### Floorplan with the power grid

The bar under the picture is 50 um long. Pins as bars on the die edge.
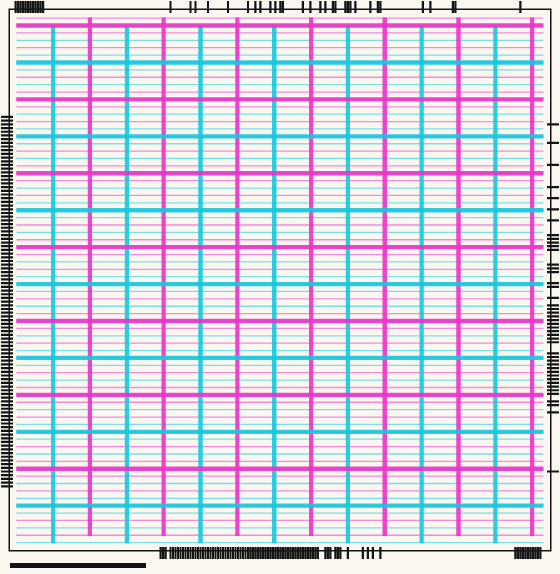
### Signal wires by layer

The bar under the picture is 50 um long. Two of the layers only.
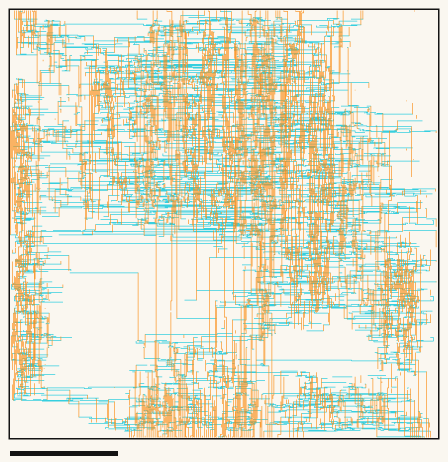
### Met2 routing

The bar under the picture is 50 um long.
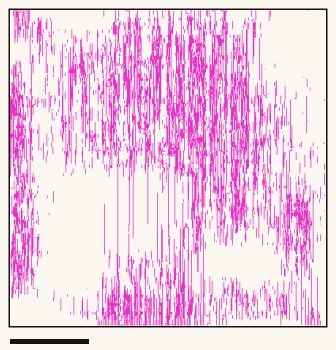
### Met3 routing

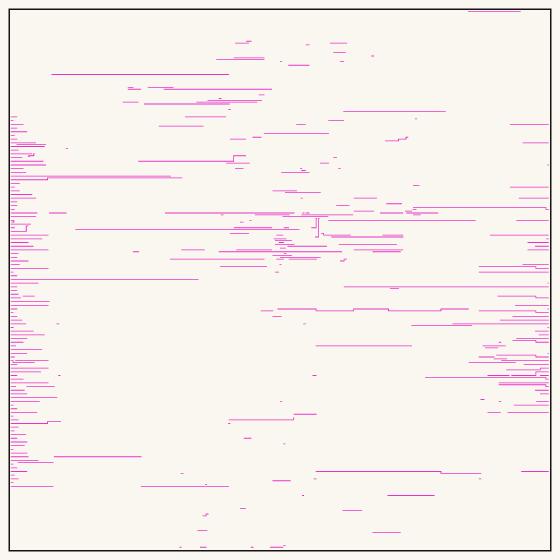
File: src/rtl/branch_resolve_unit.sv
// RV32I conditional branch resolver: drives an external comparator, registers the
// resolution for fetch over valid/ready, and keeps saturating perf counters.
module branch_resolve_unit #(
  parameter int XLEN  = 32,
  parameter int CNT_W = 16
) (
  input  logic             clk,
  input  logic             rst_n,
  input  logic             flush,
  input  logic             in_valid,
  output logic             in_ready,
  input  logic [2:0]       in_funct3,
  input  logic [XLEN-1:0]  in_rs1,
  input  logic [XLEN-1:0]  in_rs2,
  input  logic [XLEN-1:0]  in_pc,
  input  logic [XLEN-1:0]  in_imm,
  input  logic             in_pred_taken,
  output logic [XLEN-1:0]  cmp_A,
  output logic [XLEN-1:0]  cmp_B,
  output logic             cmp_BrUn,
  input  logic             cmp_Eq,
  input  logic             cmp_Lt,
  output logic             out_valid,
  input  logic             out_ready,
  output logic             out_taken,
  output logic [XLEN-1:0]  out_target,
  output logic             out_mispredict,
  output logic             out_illegal,
  output logic [CNT_W-1:0] br_count,
  output logic [CNT_W-1:0] mis_count
);

  localparam logic [1:0] S_IDLE    = 2'd0;
  localparam logic [1:0] S_COMPARE = 2'd1;
  localparam logic [1:0] S_RESP    = 2'd2;

  localparam logic [CNT_W-1:0] CNT_MAX = {CNT_W{1'b1}};

  logic [1:0]       r_state;
  logic [2:0]       r_funct3;
  logic [XLEN-1:0]  r_pc;
  logic [XLEN-1:0]  r_imm;
  logic             r_pred;
  logic [XLEN-1:0]  r_cmp_a;
  logic [XLEN-1:0]  r_cmp_b;
  logic             r_cmp_brun;
  logic             r_out_valid;
  logic             r_out_taken;
  logic [XLEN-1:0]  r_out_target;
  logic             r_out_mispredict;
  logic             r_out_illegal;
  logic [CNT_W-1:0] r_br_count;
  logic [CNT_W-1:0] r_mis_count;

  logic             w_illegal;
  logic             w_cond;
  logic             w_taken;
  logic [XLEN-1:0]  w_target;

  // 010 and 011 are the only unassigned BRANCH funct3 encodings.
  assign w_illegal = (r_funct3[2:1] == 2'b01);

  always_comb begin
    w_cond = 1'b0;
    case (r_funct3)
      3'b000:  w_cond = cmp_Eq;
      3'b001:  w_cond = ~cmp_Eq;
      3'b100:  w_cond = cmp_Lt;
      3'b101:  w_cond = ~cmp_Lt;
      3'b110:  w_cond = cmp_Lt;
      3'b111:  w_cond = ~cmp_Lt;
      default: w_cond = 1'b0;
    endcase
  end

  assign w_taken  = w_cond & ~w_illegal;
  assign w_target = w_taken ? (r_pc + r_imm) : (r_pc + XLEN'(4));

  always_ff @(posedge clk or negedge rst_n) begin
    if (!rst_n) begin
      r_state          <= S_IDLE;
      r_funct3         <= '0;
      r_pc             <= '0;
      r_imm            <= '0;
      r_pred           <= 1'b0;
      r_cmp_a          <= '0;
      r_cmp_b          <= '0;
      r_cmp_brun       <= 1'b0;
      r_out_valid      <= 1'b0;
      r_out_taken      <= 1'b0;
      r_out_target     <= '0;
      r_out_mispredict <= 1'b0;
      r_out_illegal    <= 1'b0;
      r_br_count       <= '0;
      r_mis_count      <= '0;
    end else if (flush) begin
      r_state     <= S_IDLE;
      r_out_valid <= 1'b0;
    end else begin
      case (r_state)
        S_IDLE: begin
          if (in_valid) begin
            r_funct3   <= in_funct3;
            r_pc       <= in_pc;
            r_imm      <= in_imm;
            r_pred     <= in_pred_taken;
            r_cmp_a    <= in_rs1;
            r_cmp_b    <= in_rs2;
            r_cmp_brun <= in_funct3[1];
            r_state    <= S_COMPARE;
          end
        end
        S_COMPARE: begin
          r_out_taken      <= w_taken;
          r_out_target     <= w_target;
          r_out_mispredict <= (w_taken != r_pred);
          r_out_illegal    <= w_illegal;
          r_out_valid      <= 1'b1;
          r_state          <= S_RESP;
        end
        S_RESP: begin
          if (out_ready) begin
            r_out_valid <= 1'b0;
            r_state     <= S_IDLE;
            if (!r_out_illegal && (r_br_count != CNT_MAX))
              r_br_count <= r_br_count + CNT_W'(1);
            if (r_out_mispredict && (r_mis_count != CNT_MAX))
              r_mis_count <= r_mis_count + CNT_W'(1);
          end
        end
        default: r_state <= S_IDLE;
      endcase
    end
  end

  assign in_ready       = (r_state == S_IDLE);
  assign cmp_A          = r_cmp_a;
  assign cmp_B          = r_cmp_b;
  assign cmp_BrUn       = r_cmp_brun;
  assign out_valid      = r_out_valid;
  assign out_taken      = r_out_taken;
  assign out_target     = r_out_target;
  assign out_mispredict = r_out_mispredict;
  assign out_illegal    = r_out_illegal;
  assign br_count       = r_br_count;
  assign mis_count      = r_mis_count;

endmodule

File: config.mk
export PLATFORM = sky130hd
export DESIGN_NAME = branch_resolve_unit
export DESIGN_NICKNAME = d
export VERILOG_FILES = /design/src/rtl/branch_resolve_unit.sv
export SDC_FILE = /design/constraint.sdc
export NUM_CORES = 1
export LEC_CHECK = 0
export ABC_AREA = 1
export CAP_MARGIN = 10
export CORE_MARGIN = 2
export CORE_UTILIZATION = 30
export CTS_CLUSTER_SIZE = 10
export DETAILED_ROUTE_END_ITERATION = 12
export DONT_BUFFER_PORTS = 1
export PLACE_DENSITY_LB_ADDON = 0.3
export SYNTH_ARGS = -nofsm -noshare
export SYNTH_HDL_FRONTEND = slang
export SYNTH_SLANG_ARGS = --single-unit
File: constraint.sdc
create_clock -name clk -period 1.85 [get_ports clk]
set_clock_uncertainty 0.2 [all_clocks]
set_input_delay 0.37 -clock clk [delete_from_list [all_inputs] [get_ports clk]]
set_output_delay 0.37 -clock clk [all_outputs]
set_load 0.01 [all_outputs]
==> results.py <==
# Auto-generated metrics
metrics = {
    "placed_design": {
        "port_buffers": 0,
        "globalplace.congestion": 0.9236,
    },
    "power": {
        "p_per_area_nw_per_um2": 1105,
        "p_clk_frac": 0.268,
        "pg_clk_mw": 5.29,
        "p_sw_mw": 7.531,
    },
    "global_route": {
        "grt_pass1_wl_mm": 66.90,
        "grt_pass1_vias": 11870,
        "grt_antenna_before_repair": 0,
    },
    "status": {
        "status": "finished, violations left",
        "violations": "hold timing, setup timing",
    },
    "die": {
        "placement_rows": 71,
        "die.size.y_um": 198.8,
        "die_x_um": 198.8,
    },
    "finish": {
        "antenna-diode-count": 0,
        "logic_area_um2": 6995,
        "lay_top_count": "nand2_1",
        "nNetsFinal": 2173,
        "final_util": 0.4760,
    },
    "sta": {
        "setup_tns_ns": -4.072,
        "hold_violations": 202,
        "setup_viol": 29,
        "worst_pin_slew_ns": 0.9388,
        "slew_viol_final": 0,
        "timing.final.ws_setup_ns": -0.2696,
        "whs_ns": -0.6833,
    },
    "cts": {
        "cts_tree": "built",
        "cts_sinks": 202,
        "clk_latency_ns": 0.56,
    },
    "drt": {
        "antenna_left": 0,
        "viasPerCell": 4.699,
    },
    "worst_setup_path": {
        "crit_fanout": 3,
        "cp_cell_sequence": "ha_2 > fa_2 > nand3_4 > nand3_4 > nand2_4 > buf_4 > a21oi_2 > o21ai_1 > nand3_1 > a21oi_2",
    },
    "synthesis": {
        "ys_chip_area_um2": 11390,
    },
    "job": {
        "drv_cap": 0,
    },
}
## Picture notes: 'Floorplan with the power grid'
VDD: marked magenta. VSS: marked cyan.
273 signal pins sit on the boundary. The core has 71 rows. 14 straps on met5. 14 straps on met4.

## Picture notes: 'Signal wires by layer'
met2: marked orange, wire length 20.0 mm. met1: marked cyan, wire length 19,500 um.

## Picture notes: 'Met2 routing'
The wires run mostly vertical. The longest straight run is 76.5 um.

## Picture notes: 'Met3 routing'
238 nets have wire on it. The layer holds 6.8% of the routed length. The layer carries 2,980 um of wire. The longest straight run is 82.3 um.

-- final cells by class --
type	count	share of cell area
Inverter	187	0.04017
Multi-Input combinational cell	1187	0.3920
Tap cell	511	0.03583
Timing Repair Buffer	394	0.1985
Clock inverter	6	0.004838
Clock buffer	38	0.04466
Sequential cell	202	0.2840
-- logic make-up after synthesis --
group | after synthesis | share of synthesized area
DFF | 202 | 0.4438
and+or+nand+nor | 963 | 0.3369
adders and majority gates | 35 | 0.03911
buffers and inverters | 231 | 0.07854
xor gates and xnor gates | 49 | 0.03768
AOI/OAI and AO/OA | 140 | 0.06393
-- metal layers --
metal / vias to the layer above / share of wire / wire, um
met1: 5602 / 0.44 / 19450
met3: 82 / 0.068 / 2980
li1: 5784 / - / -
met4: 0 / 0.032 / 1396
met5: - / 0 / 0
met2: 397 / 0.46 / 20040
-- synthesized netlist by cell type, types with 3 or more instances --
library cell / instances / share of area
nand2_2: 3 / 0.0016
inv_2: 3 / 0.00099
a31oi_1: 5 / 0.0027
clkbuf_1: 31 / 0.010
nand2_1: 721 / 0.24
a21oi_1: 71 / 0.031
nand3_1: 62 / 0.027
buf_2: 10 / 0.0044
nor2_1: 118 / 0.039
xor2_1: 38 / 0.029
nand3b_1: 6 / 0.0040
dfrtp_1: 202 / 0.44
xnor2_1: 11 / 0.0085
nand4_1: 15 / 0.0082
o21ai_0: 56 / 0.025
inv_1: 183 / 0.060
or2_2: 4 / 0.0022
nor4_1: 5 / 0.0027
ha_1: 34 / 0.037
nor3_1: 22 / 0.0097
-- registers in the layout (all words and copies together) (netlist names) --
| signal | flops |
|---|---|
| r_pc | 32 |
| out_taken | 1 |
| r_funct3 | 3 |
| r_pred | 1 |
| r_state | 2 |
| out_mispredict | 1 |
| mis_count | 16 |
| cmp_A | 32 |
| r_imm | 32 |
| out_valid | 1 |
| out_target | 32 |
| cmp_B | 32 |
| out_illegal | 1 |
| br_count | 16 |
-- worst register-to-register path, stage by stage (launching register included) --
cell     delay (ns)
dfrtp_1        0.39
ha_2           0.20
fa_2           0.42
nand3_4        0.10
nand3_4        0.11
nand2_4        0.10
buf_4          0.11
a21oi_2        0.06
o21ai_1        0.12
nand3_1        0.10
a21oi_2        0.16
-- per-stage QoR --
stage	std cells	hold slack [ns]	power [mW]
2_1_floorplan	1620	-0.1256	9.453
3_3_place_gp	2316	-0.1200	12.16
3_5_place_dp	2316	-0.1192	12.23
4_1_cts	2510	-0.7153	19.04
5_1_grt	2525	-0.7162	20.87
6_report	2525	-0.6833	19.72
-- final timing paths --
path | startpoint | end | cells past startpoint
worst max-delay path | r_pc[0]$_DFFE_PN0P_ | out_target[16]$_DFFE_PN0P_ | 10
worst min-delay path | rst_n | mis_count[12]$_DFFE_PN0P_ | 0
worst max register to register | r_pc[0]$_DFFE_PN0P_ | out_target[16]$_DFFE_PN0P_ | 10
worst min register to register | r_funct3[2]$_DFFE_PN0P_ | out_illegal$_DFFE_PN0P_ | 1
max in group asynchronous | rst_n | r_pc[15]$_DFFE_PN0P_ | 0
min in group clk | cmp_Lt | out_target[6]$_DFFE_PN0P_ | 6
Power figures rest on the tool's default switching activity, not on a simulated workload.
